`src/rtl/pipe_hazard_ctrl_pkg.sv`:
```
// ---------------------------------------------------------------------------
// pipe_ctrl_pkg
// Shared types and helpers for the pipeline sequencing controller and its
// hazard comparator.
//   pipe_state_e  : controller FSM state, encoded to match state_o
//   stage_ctrl_s  : the six per-stage write/flush strobes as one bundle
//   ctrl_*()      : canned strobe patterns for each pipeline situation
//   sat_inc32()   : saturating increment used by the optional perf counters
// ---------------------------------------------------------------------------
package pipe_ctrl_pkg;

    localparam int REG_ADDR_W_DEFAULT = 5;

    typedef enum logic [1:0] {
        INIT     = 2'd0,
        RUN      = 2'd1,
        MEM_WAIT = 2'd2,
        ERROR    = 2'd3
    } pipe_state_e;

    typedef struct packed {
        logic pc_write;
        logic ifid_write;
        logic ifid_flush;
        logic idex_flush;
        logic exmem_write;
        logic memwb_flush;
    } stage_ctrl_s;

    // Drain pattern: nothing advances, every clearable stage is cleared.
    function automatic stage_ctrl_s ctrl_init();
        stage_ctrl_s c;
        c = '{pc_write: 1'b0, ifid_write: 1'b0, ifid_flush: 1'b1,
              idex_flush: 1'b1, exmem_write: 1'b0, memwb_flush: 1'b1};
        return c;
    endfunction

    // Normal flow: every stage loads, nothing is cleared.
    function automatic stage_ctrl_s ctrl_run();
        stage_ctrl_s c;
        c = '{pc_write: 1'b1, ifid_write: 1'b1, ifid_flush: 1'b0,
              idex_flush: 1'b0, exmem_write: 1'b1, memwb_flush: 1'b0};
        return c;
    endfunction

    // Memory freeze: front of the pipe holds, a bubble drains into WB.
    function automatic stage_ctrl_s ctrl_mem_freeze();
        stage_ctrl_s c;
        c = '{pc_write: 1'b0, ifid_write: 1'b0, ifid_flush: 1'b0,
              idex_flush: 1'b0, exmem_write: 1'b0, memwb_flush: 1'b1};
        return c;
    endfunction

    // Taken branch: squash the two younger instructions, redirect the PC.
    function automatic stage_ctrl_s ctrl_branch();
        stage_ctrl_s c;
        c = ctrl_run();
        c.ifid_flush = 1'b1;
        c.idex_flush = 1'b1;
        return c;
    endfunction

    // Load-use: hold PC and IF/ID, push a bubble into ID/EX.
    function automatic stage_ctrl_s ctrl_bubble();
        stage_ctrl_s c;
        c = ctrl_run();
        c.pc_write   = 1'b0;
        c.ifid_write = 1'b0;
        c.idex_flush = 1'b1;
        return c;
    endfunction

    // Fatal stop: everything frozen, nothing cleared, so state can be inspected.
    function automatic stage_ctrl_s ctrl_halt();
        stage_ctrl_s c;
        c = '0;
        return c;
    endfunction

    function automatic logic [31:0] sat_inc32(input logic [31:0] v);
        return (v == 32'hFFFF_FFFF) ? v : v + 32'd1;
    endfunction

endpackage

```
`src/rtl/pipe_hazard_ctrl_hazard_detect.sv`:
```
// ---------------------------------------------------------------------------
// hazard_detect
// Purely combinational load-use comparator. Flags when the instruction in EX
// is a load whose destination is read by the instruction in ID. Register 0 is
// hard-wired zero, so a load to x0 never creates a dependency.
//   ex_MemRead  : EX instruction is a load
//   ex_rd       : EX destination register
//   id_rs1      : ID source register 1 (always read)
//   id_rs2      : ID source register 2
//   id_uses_rs2 : ID instruction actually reads rs2
//   load_use    : one-bubble stall required
// ---------------------------------------------------------------------------
module hazard_detect
    import pipe_ctrl_pkg::*;
#(
    parameter int REG_ADDR_W = REG_ADDR_W_DEFAULT
) (
    input  logic                  ex_MemRead,
    input  logic [REG_ADDR_W-1:0] ex_rd,
    input  logic [REG_ADDR_W-1:0] id_rs1,
    input  logic [REG_ADDR_W-1:0] id_rs2,
    input  logic                  id_uses_rs2,
    output logic                  load_use
);

    logic rs1_match;
    logic rs2_match;

    always_comb begin
        rs1_match = (ex_rd == id_rs1);
        rs2_match = id_uses_rs2 && (ex_rd == id_rs2);
        load_use  = ex_MemRead && (ex_rd != '0) && (rs1_match || rs2_match);
    end

endmodule

```
`src/rtl/pipe_hazard_ctrl.sv`:
```
// ---------------------------------------------------------------------------
// pipe_hazard_ctrl
// Central sequencing controller for the 5-stage pipeline. Produces the
// per-stage write-enable and flush strobes, resolving load-use bubbles,
// taken-branch flushes and multi-cycle data-memory freezes with a timeout.
// After reset the pipe is drained for INIT_CYCLES cycles.
//   clk, reset         : rising-edge clock, async active-low reset
//   id_*/ex_*          : operand/destination info for load-use detection
//   branch_taken       : EX resolved a taken branch/jump
//   mem_req/mem_ready  : data-memory access handshake in MEM
//   pc_write ... memwb_flush : stage strobes (combinational, same-cycle)
//   mem_timeout_err    : sticky memory timeout flag
//   state_o            : INIT=0, RUN=1, MEM_WAIT=2, ERROR=3
// Optional build macro PIPE_HAZARD_PERF_EN adds saturating counters
// stall_cycles, bubble_count and flush_count.
// ---------------------------------------------------------------------------
module pipe_hazard_ctrl
    import pipe_ctrl_pkg::*;
#(
    parameter int INIT_CYCLES = 4,
    parameter int MEM_TIMEOUT = 16,
    parameter int REG_ADDR_W  = REG_ADDR_W_DEFAULT
) (
    input  logic                  clk,
    input  logic                  reset,
    input  logic [REG_ADDR_W-1:0] id_rs1,
    input  logic [REG_ADDR_W-1:0] id_rs2,
    input  logic                  id_uses_rs2,
    input  logic                  ex_MemRead,
    input  logic [REG_ADDR_W-1:0] ex_rd,
    input  logic                  branch_taken,
    input  logic                  mem_req,
    input  logic                  mem_ready,
    output logic                  pc_write,
    output logic                  ifid_write,
    output logic                  ifid_flush,
    output logic                  idex_flush,
    output logic                  exmem_write,
    output logic                  memwb_flush,
    output logic                  mem_timeout_err,
    output logic [1:0]            state_o
`ifdef PIPE_HAZARD_PERF_EN
    ,
    output logic [31:0]           stall_cycles,
    output logic [31:0]           bubble_count,
    output logic [31:0]           flush_count
`endif
);

    localparam logic [3:0] INIT_LOAD = 4'(INIT_CYCLES - 1);
    localparam logic [7:0] WAIT_LAST = 8'(MEM_TIMEOUT - 1);

    pipe_state_e state_q, state_d;
    logic [3:0]  init_cnt_q, init_cnt_d;
    logic [7:0]  wait_cnt_q, wait_cnt_d;
    logic        err_q, err_d;

    logic        load_use;
    logic        mem_stall;
    stage_ctrl_s resolve_ctrl;
    stage_ctrl_s ctrl;
    logic        bubble_evt;
    logic        flush_evt;
    logic        stall_evt;

    hazard_detect #(
        .REG_ADDR_W (REG_ADDR_W)
    ) u_hazard_detect (
        .ex_MemRead  (ex_MemRead),
        .ex_rd       (ex_rd),
        .id_rs1      (id_rs1),
        .id_rs2      (id_rs2),
        .id_uses_rs2 (id_uses_rs2),
        .load_use    (load_use)
    );

    // Branch-over-load-use resolution, shared by RUN and the cycle a memory
    // access completes. A branch flushes ID, so its load-use is moot.
    always_comb begin
        mem_stall = mem_req && !mem_ready;
        if (branch_taken) begin
            resolve_ctrl = ctrl_branch();
        end else if (load_use) begin
            resolve_ctrl = ctrl_bubble();
        end else begin
            resolve_ctrl = ctrl_run();
        end
    end

    // Next-state and strobe decode. The memory freeze outranks everything:
    // EX is held during it, so branch/load-use simply re-evaluate afterwards.
    always_comb begin
        state_d    = state_q;
        init_cnt_d = init_cnt_q;
        wait_cnt_d = wait_cnt_q;
        err_d      = err_q;
        ctrl       = ctrl_run();
        bubble_evt = 1'b0;
        flush_evt  = 1'b0;
        stall_evt  = 1'b0;

        case (state_q)
            INIT: begin
                ctrl = ctrl_init();
                if (init_cnt_q == 4'd0) begin
                    state_d = RUN;
                end else begin
                    init_cnt_d = init_cnt_q - 4'd1;
                end
            end

            RUN: begin
                if (mem_stall) begin
                    ctrl       = ctrl_mem_freeze();
                    wait_cnt_d = 8'd1;
                    state_d    = MEM_WAIT;
                end else begin
                    ctrl       = resolve_ctrl;
                    flush_evt  = branch_taken;
                    bubble_evt = !branch_taken && load_use;
                end
                stall_evt = !ctrl.pc_write;
            end

            MEM_WAIT: begin
                if (mem_stall) begin
                    ctrl = ctrl_mem_freeze();
                    if (wait_cnt_q == WAIT_LAST) begin
                        state_d = ERROR;
                        err_d   = 1'b1;
                    end else begin
                        wait_cnt_d = wait_cnt_q + 8'd1;
                    end
                end else begin
                    ctrl       = resolve_ctrl;
                    flush_evt  = branch_taken;
                    bubble_evt = !branch_taken && load_use;
                    wait_cnt_d = 8'd0;
                    state_d    = RUN;
                end
                stall_evt = !ctrl.pc_write;
            end

            ERROR: begin
                ctrl  = ctrl_halt();
                err_d = 1'b1;
            end

            default: begin
                ctrl    = ctrl_init();
                state_d = INIT;
            end
        endcase
    end

    // Controller state; reset re-arms the drain sequence and clears the error.
    always_ff @(posedge clk or negedge reset) begin
        if (!reset) begin
            state_q    <= INIT;
            init_cnt_q <= INIT_LOAD;
            wait_cnt_q <= 8'd0;
            err_q      <= 1'b0;
        end else begin
            state_q    <= state_d;
            init_cnt_q <= init_cnt_d;
            wait_cnt_q <= wait_cnt_d;
            err_q      <= err_d;
        end
    end

    always_comb begin
        pc_write        = ctrl.pc_write;
        ifid_write      = ctrl.ifid_write;
        ifid_flush      = ctrl.ifid_flush;
        idex_flush      = ctrl.idex_flush;
        exmem_write     = ctrl.exmem_write;
        memwb_flush     = ctrl.memwb_flush;
        mem_timeout_err = err_q;
        state_o         = state_q;
    end

`ifdef PIPE_HAZARD_PERF_EN
    logic [31:0] stall_cycles_q, stall_cycles_d;
    logic [31:0] bubble_count_q, bubble_count_d;
    logic [31:0] flush_count_q,  flush_count_d;

    // Event flags are only raised in RUN/MEM_WAIT, so INIT and ERROR
    // cycles never reach the counters.
    always_comb begin
        stall_cycles_d = stall_evt  ? sat_inc32(stall_cycles_q) : stall_cycles_q;
        bubble_count_d = bubble_evt ? sat_inc32(bubble_count_q) : bubble_count_q;
        flush_count_d  = flush_evt  ? sat_inc32(flush_count_q)  : flush_count_q;
    end

    always_ff @(posedge clk or negedge reset) begin
        if (!reset) begin
            stall_cycles_q <= 32'd0;
            bubble_count_q <= 32'd0;
            flush_count_q  <= 32'd0;
        end else begin
            stall_cycles_q <= stall_cycles_d;
            bubble_count_q <= bubble_count_d;
            flush_count_q  <= flush_count_d;
        end
    end

    always_comb begin
        stall_cycles = stall_cycles_q;
        bubble_count = bubble_count_q;
        flush_count  = flush_count_q;
    end
`else
    logic perf_unused;
    always_comb begin
        perf_unused = bubble_evt ^ flush_evt ^ stall_evt;
    end
`endif

endmodule

```
`config.mk`:
```
export PLATFORM = sky130hd
export DESIGN_NAME = pipe_hazard_ctrl
export DESIGN_NICKNAME = d
export VERILOG_FILES = /design/src/rtl/pipe_hazard_ctrl_pkg.sv /design/src/rtl/pipe_hazard_ctrl_hazard_detect.sv /design/src/rtl/pipe_hazard_ctrl.sv
export SDC_FILE = /design/constraint.sdc
export NUM_CORES = 1
export LEC_CHECK = 0
export ABC_AREA = 1
export CORE_MARGIN = 2
export CORE_UTILIZATION = 50
export DETAILED_ROUTE_END_ITERATION = 12
export HOLD_SLACK_MARGIN = 0.08
export MAX_ROUTING_LAYER = met4
export PLACE_DENSITY_LB_ADDON = 0.05
export SLEW_MARGIN = 40
export SYNTH_ARGS = -nofsm -noshare
export SYNTH_HDL_FRONTEND = slang
export SYNTH_SLANG_ARGS = --single-unit
```
`constraint.sdc`:
```
create_clock -name clk -period 3 [get_ports clk]
set_clock_uncertainty 0.15 [all_clocks]
set_input_delay 0.45 -clock clk [delete_from_list [all_inputs] [get_ports clk]]
set_output_delay 0.45 -clock clk [all_outputs]
set_load 0.01 [all_outputs]
```
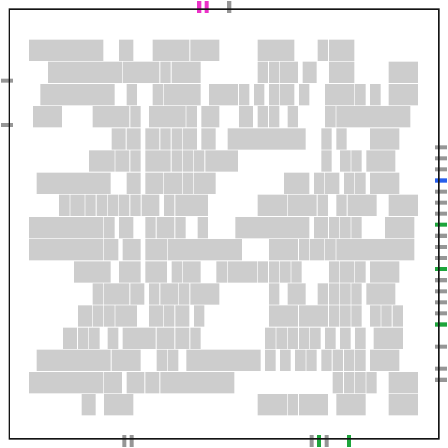
Fig. 1. I/O pins on the die edge (run 1).
Pins as bars across the die edge, other pins in gray.
Key: `ex_rd` = green [pins 5, direction input, edge 3 right, 2 bottom]; `ifid_write` = blue [pins 1, direction output, edge right]; `state_o` = magenta [pins 2, direction output, edge top]
All pins by edge: 20 right, 6 bottom, 3 top, 2 left.

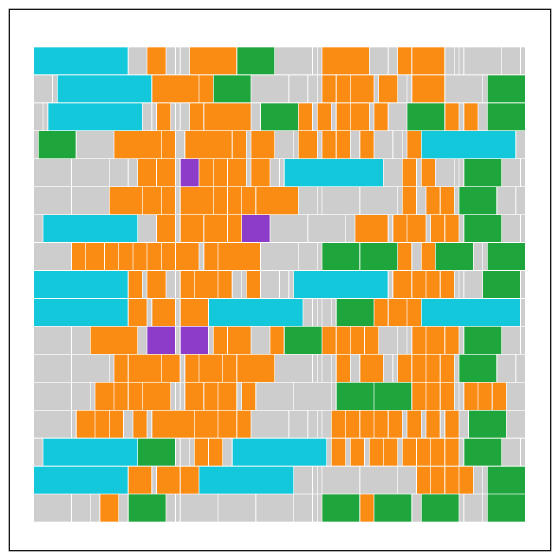
Fig. 2. Cells colored by class (run 1).
Fill, decap, tap and diode cells in gray.
Key: clock drivers and dummy loads = purple [cells 4]; remaining buffers and delay cells = green [cells 30]; sequential cells = cyan [cells 15]; remaining logic cells = orange [cells 161]

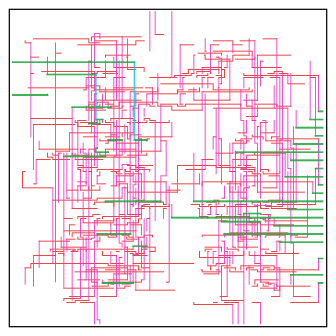
Fig. 3. Signal wires by layer (run 1).
Key: M1 = red [wire length 1210 um]; M3 = green [wire length 222 um]; M4 = cyan [wire length 20.4 um]; M2 = magenta [wire length 1370 um]
average wire length per cell after detail routing: 11.85 um
Post-Route WL: 2821 um

==> results.py, run 1 <==
# Flow results
metrics = {
    "status": {
        "outcome": "finished, final reports clean",
    },
    "setup_path": {
        "critical_path_arrival_ns": 2.21,
        "crit_type": "reg -> out",
        "rr_worst_depth": 7,
        "critical_path_peak_fanout": 6,
    },
    "clocking": {
        "h-tree-depth": 1,
        "cts.repair.resized": 0,
        "ctsLongestPathBuffers": 2,
        "cts_tree": "yes",
        "postCtsSetupRepairBufs": 0,
        "cts.reportedPaths.clkPinSlew_ns": 0.10,
        "buffer_type_at_the_clock_tree_root": "clkbuf_4",
    },
    "global_route": {
        "grt_max_degree": 16,
        "first_global_vias": 1108,
        "grt_first_pass_wirelength_um": 4705,
        "antenna_violations_before_repair": 0,
        "grt_remaining_overflow": 0,
    },
    "synth": {
        "syn_area_per_cell_um2": 6.659,
        "synth_area_leader_cell": "dfrtp_1",
        "yosysWarnings": 0,
        "yosysCellCount": 177,
        "synth_flop_count": 15,
        "flop_cell": "dfrtp_1",
        "asyncSetResetFlopFracSynth_pct": 100.0,
        "synthDistinctLibCells": 26,
        "synthesis.area_mm2": 0.001179,
        "enable_flop_cells": 0,
        "yosys_area_mm2": 0.001179,
    },
    "sta": {
        "least_margin_pin_slew_ns": 0.7069,
        "period_used_pct": 93.80,
        "min_period_ns": 2.814,
        "setup_tns_ns": 0,
        "slew_headroom_pct": 52.73,
        "finalSetupViolations": 0,
        "hold_viol_final": 0,
        "max_freq_ghz": 0.3554,
        "smallest_setup_slack_after_layout_ns": 0.1861,
    },
    "detailed_routing": {
        "route.vias.total": 1183,
        "viasPerCell": 4.971,
        "remaining_drc_errors": 0,
        "antenna_violating_nets_post_route": 0,
        "detailed_routing_iterations_pass_1": 4,
        "detailedRoute.firstIterationViolations": 26,
    },
    "placement": {
        "detailedPlacementHpwl_um": 2236,
        "placed_area_mm2": 0.001506,
        "routabilityCongestion": 0.8384,
        "place.port_buffers": 30,
        "dp_slack_ns": 0.2802,
    },
    "die": {
        "core_area_mm2": 0.002212,
        "pin_count": 31,
        "placement_rows": 17,
        "fp.dieW_um": 52.55,
        "die_h_um": 52.55,
        "core_util_floorplan_pct": 53.28,
    },
    "final_layout": {
        "final_area_mm2": 0.001536,
        "postLayoutCoreUtil_pct": 69.46,
        "filler_cell_count": 182,
        "antenna_cells_inserted": 0,
    },
    "pwr": {
        "irDropWorstVdd_mv": 0.4739,
        "static_leak_nw": 0.7520,
        "power_per_cell_area_mw_per_mm2": 591.6,
        "power_mw": 0.9089,
    },
    "flow_run": {
        "max_cap_viol_count": 0,
        "openroad_warning_count": 30,
    },
    "min_path": {
        "hp_class": "reg -> reg",
        "worst_hold_path.num_cells": 2,
    },
}
run 1: through the flow:
step | hold slack, ns | std cells
after global placement | 0.3130 | 234
after global routing | 0.3797 | 238
after detailed placement | 0.3379 | 234
after floorplan | 0.004409 | 177
after CTS | 0.3590 | 238
final | 0.3584 | 238
run 1: final cells by class:
type	instances	area [um2]	share of cell area, %
multi-input cells	125	660.6	43.00
flip-flops and latches	15	377.9	24.59
repair buffers	30	300.3	19.54
inverters	36	135.1	8.795
well taps	28	35.03	2.280
clock buffers	3	22.52	1.466
clock inverters	1	5.005	0.3257
run 1: cells in the final DEF, fill, tap and decap left out, types with 2 or more instances in the layout:
cell | synthesis | layout
clkbuf_4 | 0 | 3
clkdlybuf4s50_1 | 0 | 30
dfrtp_1 | 13 | 13
dfstp_2 | 2 | 2
ha_1 | 7 | 7
inv_1 | 30 | 30
inv_2 | 6 | 6
nand2_1 | 55 | 55
nand3_1 | 10 | 10
nand4_1 | 6 | 6
nor2_1 | 14 | 13
nor2_2 | 2 | 3
nor2_4 | 3 | 3
o21ai_0 | 7 | 7
o21ai_1 | 6 | 6
or2_2 | 2 | 2
xor2_1 | 3 | 3
run 1: report_power, final:
group | switching, mW | internal [mW]
sequential | 0.0258 | 0.224
clock | 0.0744 | 0.0495
combinational | 0.279 | 0.256
total | 0.380 | 0.529
run 1: worst paths after layout:
check                              start         endpoint  slack, ns
min in group asynchronous          reset    init_cnt_q[2]       0.42
setup reg to reg           init_cnt_q[0]       state_o[1]       1.14
hold / removal             init_cnt_q[1]    init_cnt_q[1]       0.36
hold reg to reg            init_cnt_q[1]    init_cnt_q[1]       0.36
max in group asynchronous          reset  mem_timeout_err       1.83
setup / recovery              state_o[0]       idex_flush       0.19
run 1: flip-flops by register name, indices dropped and copies added, names as in the netlist:
register,count
wait_cnt_q,8
init_cnt_q,4
mem_timeout_err,1
state_o,2
run 1: routing by layer:
layer	global-route usage, %	vias up	wire [um]
met5	-	-	0
met4	5.983	0	20
met3	5.143	4	221
met2	40.42	46	1366
met1	28.57	520	1212
li1	-	613	-
run 1: logic make-up (layout without fill, tap and decap cells):
| group | count (synthesis) | count (layout) | synth area share [%] |
|---|---|---|---|
| AND-OR/OR-AND | 19 | 19 | 9.236 |
| XOR/XNOR | 4 | 4 | 2.973 |
| adder cells (fa/ha/maj) | 7 | 7 | 7.431 |
| buffers and inverters | 37 | 70 | 12.10 |
| flip-flops | 15 | 15 | 32.06 |
| AND/OR/NAND/NOR | 95 | 95 | 36.20 |
run 1: critical path: stages (launching register included):
cell             delay (ns)
dfrtp_1                0.46
inv_1                  0.09
ha_1                   0.33
or2_2                  0.32
nand2_1                0.10
inv_1                  0.04
nand2_1                0.06
clkdlybuf4s50_1        0.53
Fig. 4: run 1, clock network drawn from the DEF
Scale bar: 20 um.
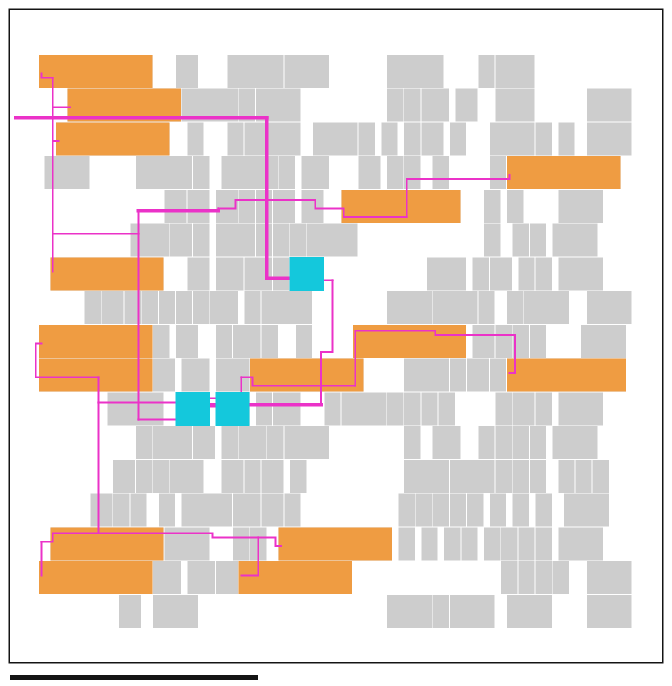

==> run 2, diff against run 1 <==
--- a/config.mk
+++ b/config.mk
@@ -7,12 +7,12 @@
 export LEC_CHECK = 0
 export ABC_AREA = 1
 export CORE_MARGIN = 2
-export CORE_UTILIZATION = 50
+export CORE_UTILIZATION = 48
+export CTS_CLUSTER_DIAMETER = 80
 export DETAILED_ROUTE_END_ITERATION = 12
 export HOLD_SLACK_MARGIN = 0.08
 export MAX_ROUTING_LAYER = met4
 export PLACE_DENSITY_LB_ADDON = 0.05
-export SLEW_MARGIN = 40
 export SYNTH_ARGS = -nofsm -noshare
 export SYNTH_HDL_FRONTEND = slang
 export SYNTH_SLANG_ARGS = --single-unit
==> constraint.sdc (replaced) <==
create_clock -name clk -period 2.6 [get_ports clk]
set_clock_uncertainty 0.15 [all_clocks]
set_input_delay 0.39 -clock clk [delete_from_list [all_inputs] [get_ports clk]]
set_output_delay 0.39 -clock clk [all_outputs]
set_load 0.01 [all_outputs]
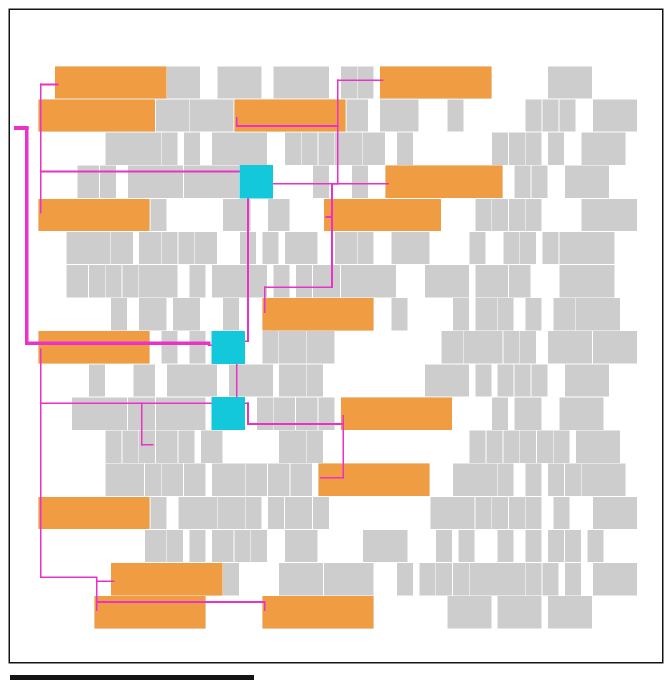
Fig. 5. Clock network drawn from the DEF (run 2).
Scale bar: 20 um.
Key: clock wires = magenta [length 213 um]; flip-flops = orange [count 15]; clock-net drivers = cyan [count 3]
There are 4 routed clock nets.

==> run 2 against run 1 <==
- synthesized area is the same
- clock-buffer cell count rose by 1
- wire length down 1.9%
- total power is 17% higher
- cell area rose by 2.8%
- die area increased by 3.8%
- critical path depth shrank 2
- clock power increased by about 10%
- synthesized cell count unchanged
- first-iteration DRC count shrank 27%
==> results.py, run 2 <==
# Flow results
metrics = {
    "pwr": {
        "irDropWorstVdd_mv": 0.5835,
        "static_leak_nw": 0.8133,
        "power_mw": 1.064,
    },
    "min_path": {
        "hold_path_end": "mem_timeout_err",
        "worst_hold_path.num_cells": 2,
        "hold_start": "mem_timeout_err",
        "hp_class": "reg -> reg",
    },
    "setup_path": {
        "r2r_setup_slack_ns": 0.74,
        "worst_r2r_endpoint": "state_o[1]",
        "critical_path_arrival_ns": 1.98,
        "crit_type": "reg -> out",
        "r2r_start": "init_cnt_q[0]",
        "rr_worst_depth": 7,
    },
    "synth": {
        "asyncSetResetFlopFracSynth_pct": 100.0,
        "enable_flop_cells": 0,
        "topCellsByArea": "dfrtp_1, nand2_1, inv_1",
        "yosysCellCount": 177,
        "synth_flop_count": 15,
        "syn_area_per_cell_um2": 6.659,
        "synthDistinctLibCells": 26,
        "yosys_area_mm2": 0.001179,
        "synthesis.area_mm2": 0.001179,
        "yosysWarnings": 0,
        "flop_cell": "dfrtp_1",
        "synth_area_leader_cell": "dfrtp_1",
    },
    "die": {
        "pin_count": 31,
        "core_area_mm2": 0.002276,
        "die_h_um": 53.55,
        "fp.dieW_um": 53.55,
        "placement_rows": 17,
        "core_util_floorplan_pct": 51.79,
    },
    "final_layout": {
        "antenna_cells_inserted": 0,
        "final_cell_count_no_fill": 242,
        "largest_reg_flops": 8,
        "layout.cells.most_common": "nand2_1",
        "final_cell_mix": "nand2_1, inv_1, clkdlybuf4s50_1",
    },
    "sta": {
        "period_used_pct": 96.86,
        "min_period_ns": 2.518,
        "smallest_setup_slack_after_layout_ns": 0.08160,
        "finalSetupViolations": 0,
        "hold_viol_final": 0,
        "least_margin_pin_slew_ns": 0.6839,
        "slew_headroom_pct": 54.26,
        "max_freq_ghz": 0.3971,
        "fin_worst_hold_slack_ns": 0.3324,
    },
    "detailed_routing": {
        "detailed_routing_iterations_pass_1": 4,
        "finalWirelength_um": 2766,
        "drt-wirelength-per-cell_um": 11.43,
        "route.vias.total": 1212,
        "viasPerCell": 5.008,
        "antenna_violating_nets_post_route": 0,
        "detailedRoute.firstIterationViolations": 19,
    },
    "global_route": {
        "grt_max_degree": 16,
        "antenna_violations_before_repair": 0,
        "first_global_vias": 1171,
        "grt_remaining_overflow": 0,
        "grt_first_pass_wirelength_um": 4533,
    },
    "status": {
        "outcome": "finished, final reports clean",
    },
    "placement": {
        "routabilityCongestion": 0.8011,
        "placed_area_mm2": 0.001529,
        "dp_cells": 237,
        "dp_slack_ns": 0.03871,
        "place.port_buffers": 30,
    },
    "clocking": {
        "ctsLongestPathBuffers": 2,
        "buffer_type_at_the_clock_tree_root": "clkbuf_4",
        "cts_tree": "yes",
        "h-tree-depth": 1,
        "cts.reportedPaths.clkPinSlew_ns": 0.09,
    },
    "flow_run": {
        "max_cap_viol_count": 0,
        "openroad_warning_count": 30,
    },
}
[run 2: cell counts after synthesis]
No cell type changed its count.
[run 2: area by class of cell]
type / instances / area, um2
clock buffer: 4 / 26.28
fill: 194 / 696.9
inverter: 36 / 135.1
multi-input combinational: 125 / 660.6
sequential: 15 / 379.1
tap: 28 / 35.03
timing repair buffer: 34 / 342.8
[run 2: per-layer routing]
metal | global-route usage [%] | part of all wire (%)
met5 | - | 0
met4 | 10.26 | 1.4
met3 | 3.333 | 7.7
met2 | 39.92 | 48
met1 | 23.68 | 43
[run 2: through the flow]
step,util [%],TNS [ns]
after floorplan,-,0
after global placement,67.18,0
after detailed placement,67.18,0
after CTS,68.83,0
after global routing,69.38,-0.01083
final,69.38,0
[run 2: worst max path at each step]
stage               start          to  cells after the start
2_1_floorplan  state_o[0]  idex_flush                      8
3_3_place_gp     ex_rd[4]  idex_flush                     10
3_5_place_dp     ex_rd[2]  ifid_write                      9
4_1_cts        state_o[0]  idex_flush                      7
5_1_grt        state_o[0]  ifid_flush                      5
6_report       state_o[0]  ifid_flush                      5
[run 2: cell families (layout without fill, tap and decap cells)]
family | Yosys count | in the layout | synth area share, %
buffers and inverters | 37 | 74 | 12.10
flip-flops | 15 | 15 | 32.06
XOR/XNOR | 4 | 4 | 2.973
adder cells (fa/ha/maj) | 7 | 7 | 7.431
AND-OR/OR-AND | 19 | 19 | 9.236
AND/OR/NAND/NOR | 95 | 95 | 36.20
[run 2: critical path: stages, from the launching register on]
cell,delay [ns]
dfrtp_1,0.36
inv_1,0.06
ha_1,0.32
or2_2,0.32
nand2_1,0.10
clkdlybuf4s50_1,0.55
[run 2: report_power, final]
part	internal, mW	switching, mW
Clock	0.0595	0.0780
Sequential	0.259	0.0172
Combinational	0.308	0.343
[run 2: timing repair]
action                                  in CTS  in global routing
cloned                                       0                  0
gates resized                                2                  6
endpoints found under the setup margin       6                  5
buffers inserted                             1                  0
hold buffers                                 0                  0
pin swaps                                    0                  1
Fig. 6: run 2, I/O pins on the die edge
Pins as bars across the die edge, other pins in gray.
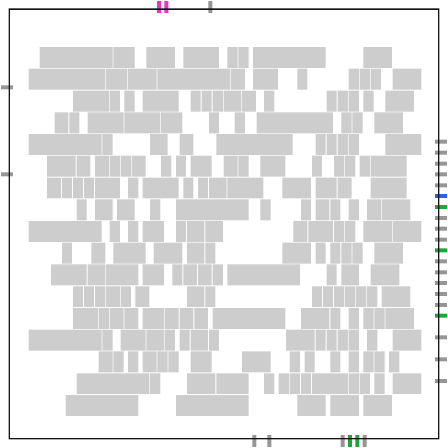

==> run 3, diff against run 2 <==
--- a/config.mk
+++ b/config.mk
@@ -6,8 +6,9 @@
 export NUM_CORES = 1
 export LEC_CHECK = 0
 export ABC_AREA = 1
+export CORE_ASPECT_RATIO = 0.5
 export CORE_MARGIN = 2
-export CORE_UTILIZATION = 48
+export CORE_UTILIZATION = 43
 export CTS_CLUSTER_DIAMETER = 80
 export DETAILED_ROUTE_END_ITERATION = 12
 export HOLD_SLACK_MARGIN = 0.08
==> constraint.sdc (replaced) <==
create_clock -name clk -period 2.3 [get_ports clk]
set_clock_uncertainty 0.15 [all_clocks]
set_input_delay 0.46 -clock clk [delete_from_list [all_inputs] [get_ports clk]]
set_output_delay 0.46 -clock clk [all_outputs]
set_load 0.01 [all_outputs]
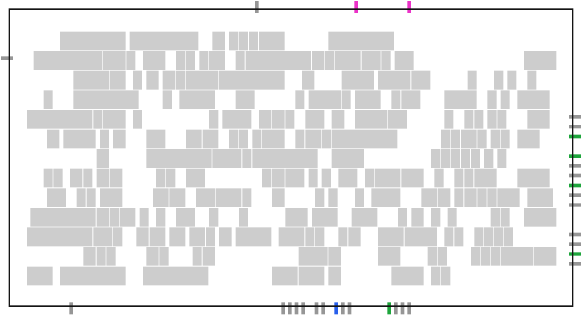
Fig. 7. I/O pins on the die edge (run 3).
Pins as bars across the die edge, other pins in gray.
Key: `ex_rd` = green [pins 5, direction input, edge 4 right, 1 bottom]; `ifid_write` = blue [pins 1, direction output, edge bottom]; `state_o` = magenta [pins 2, direction output, edge top]
All pins by edge: 14 bottom, 13 right, 3 top, 1 left.

==> run 3 against run 2 <==
- sequential share of layout area is 1.3 points lower
- cell area is 5.5% higher
- worst hold slack better by 0.0022 ns
- setup slack improved by 0.0047 ns
- synthesized area unchanged
- sequential power rose by 12%
- critical endpoint unchanged
- highest routed layer unchanged
==> results.py, run 3 <==
# Flow results
metrics = {
    "pwr": {
        "power_frac_clock_pct": 18.1,
        "power_mw": 1.246,
        "irDropWorstVdd_mv": 0.4302,
        "power_per_cell_area_mw_per_mm2": 747.6,
        "psw_mw": 0.5083,
        "sw_frac_of_total_pct": 40.79,
        "seq_power_share_pct": 24.8,
        "power.combinational.fraction_pct": 57.2,
        "power.internal_mw": 0.7377,
        "static_leak_nw": 0.9052,
    },
    "die": {
        "placement_rows": 13,
        "die_h_um": 41.02,
        "fp.dieW_um": 78.04,
        "pin_count": 31,
        "core_area_mm2": 0.002603,
        "core_util_floorplan_pct": 45.29,
        "dieArea_mm2": 0.003201,
    },
    "setup_path": {
        "r2r_start": "state_o[1]",
        "crit_type": "reg -> out",
        "r2r_setup_slack_ns": 0.44,
        "critical_path_arrival_ns": 1.60,
        "cp-startpoint": "state_o[0]",
        "rr_worst_depth": 11,
        "worst_r2r_endpoint": "wait_cnt_q[2]",
    },
    "synth": {
        "asyncSetResetFlopFracSynth_pct": 100.0,
        "topCellsByArea": "dfrtp_1, nand2_1, inv_1",
        "synthesis.area_mm2": 0.001179,
        "synthDistinctLibCells": 26,
        "syn_nets": 206,
        "ys_top_cells_by_count": "nand2_1, inv_1, nor2_1",
        "yosys_area_mm2": 0.001179,
        "netlist.area_leader.share_pct": 27.60,
        "flop_cell": "dfrtp_1",
        "synth_area_leader_cell": "dfrtp_1",
        "synth_flop_count": 15,
        "syn_area_per_cell_um2": 6.659,
        "yosysWarnings": 0,
        "enable_flop_cells": 0,
        "yosysCellCount": 177,
    },
    "final_layout": {
        "layout.cells.most_common": "nand2_1",
        "final_cell_mix": "nand2_1, inv_1, nor2_1",
        "num-nets-final": 253,
        "postLayoutCoreUtil_pct": 64.04,
        "largest_reg_flops": 8,
        "filler_cell_count": 258,
        "register_with_the_most_flip_flops": "wait_cnt_q",
        "antenna_cells_inserted": 0,
    },
    "detailed_routing": {
        "route.vias.total": 1177,
        "detailed_routing_iterations_pass_1": 4,
        "drt-wirelength-per-cell_um": 10.52,
        "viasPerCell": 4.527,
        "antenna_violating_nets_post_route": 0,
        "finalWirelength_um": 2735,
        "detailedRoute.firstIterationViolations": 39,
    },
    "clocking": {
        "ctsHoldBuffers": 0,
        "buffer_type_at_the_clock_tree_root": "clkbuf_8",
        "cts_tree": "yes",
        "cts_made_buffers": 3,
        "cts.reportedPaths.clkPinSlew_ns": 0.06,
        "ctsLongestPathBuffers": 2,
        "h-tree-depth": 1,
    },
    "placement": {
        "routabilityCongestion": 0.7963,
        "place.port_buffers": 30,
        "dp_slack_ns": -0.3902,
    },
    "sta": {
        "smallest_setup_slack_after_layout_ns": 0.08635,
        "min_period_ns": 2.214,
        "slew_headroom_pct": 72.49,
        "max_freq_ghz": 0.4517,
        "least_margin_pin_slew_ns": 0.4107,
        "finalSetupViolations": 0,
        "setup_tns_ns": 0,
        "hold_viol_final": 0,
    },
    "global_route": {
        "grt_first_pass_wirelength_um": 4505,
        "first_global_vias": 1021,
        "grt_max_degree": 16,
        "grt_remaining_overflow": 0,
        "antenna_violations_before_repair": 0,
    },
    "min_path": {
        "hp_class": "reg -> reg",
        "hold_path_end": "mem_timeout_err",
        "hold_start": "mem_timeout_err",
        "worst_hold_path.num_cells": 2,
    },
    "flow_run": {
        "max_cap_viol_count": 0,
        "openroad_warning_count": 30,
    },
    "status": {
        "outcome": "finished, final reports clean",
    },
}
run 3: cells by family after synthesis:
group                      synth area share (%)
and+or+nand+nor                           36.20
buffers and inverters                     12.10
AOI/OAI and AO/OA                         9.236
DFF                                       32.06
adders and majority gates                 7.431
xor gates and xnor gates                  2.973
run 3: worst max path at each step:
stage / to / slack [ns] / depth (start not counted)
after detailed placement: idex_flush / -0.39 / 10
after CTS: idex_flush / 0.01 / 11
final: ifid_flush / 0.09 / 5
after global routing: ifid_flush / 0.01 / 5
after global placement: idex_flush / -0.39 / 10
after floorplan: idex_flush / 0.17 / 8
run 3: what timing repair did:
item                                    CTS  global route
pin swaps                                 2            10
cloned                                    0             0
gates resized                            22            15
endpoints found under the setup margin    6             5
setup buffers                             1             0
run 3: metrics by stage:
step | hold WS (ns) | area [um2] | std cells
after detailed placement | 0.3274 | 1608 | 255
after global placement | 0.3130 | 1608 | 255
final | 0.3346 | 1667 | 260
after CTS | 0.3423 | 1638 | 260
after global routing | 0.3623 | 1667 | 260
after floorplan | 0.01441 | 1179 | 177
run 3: critical path: stages (launching register included):
cell and delay (ns):
dfrtp_1 0.34, inv_1 0.05, ha_1 0.31, or2_2 0.31, nand2_1 0.09, clkdlybuf4s15_1 0.24
run 3: power groups by stage:
stage	clock (mW)	combinational, mW	sequential [mW]
floorplan	0	0.386	0.332
global placement	0	0.789	0.313
detailed placement	0	0.796	0.314
CTS	0.237	0.721	0.309
global route	0.241	0.793	0.312
finish	0.225	0.712	0.308
run 3: layout make-up:
class                   count  area, um2  area share, %
multi-input cells         125      665.6          39.94
repair buffers             43      392.9          23.57
flip-flops and latches     15      377.9          22.67
inverters                  36      135.1          8.108
well taps                  37      46.29          2.778
clock buffers               3      41.29          2.477
clock inverters             1      7.507         0.4505
run 3: per-layer routing:
layer	share of wire, %	GRT usage (%)	vias to the layer above
met5	0	-	-
met1	51	25.23	509
met2	43	32.33	26
li1	-	-	640
met4	0.51	3.947	0
met3	5.3	4.405	2

==> screenshots <==
Cell placement.
image #1
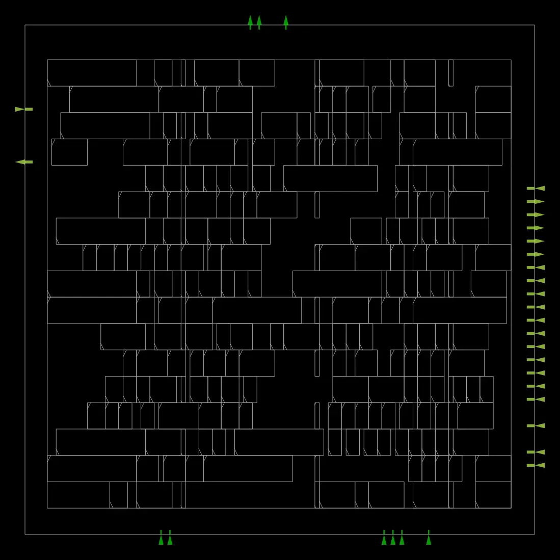
image #2
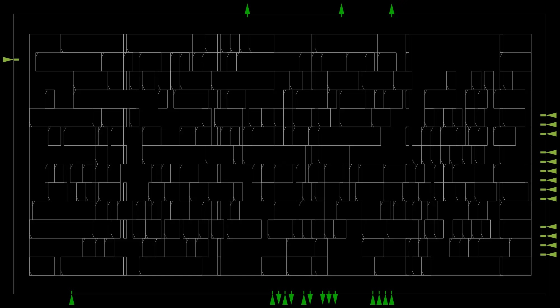
For run 1, see image #1.
For run 3, see image #2.

Power figures rest on the tool's default switching activity, not on a simulated workload.
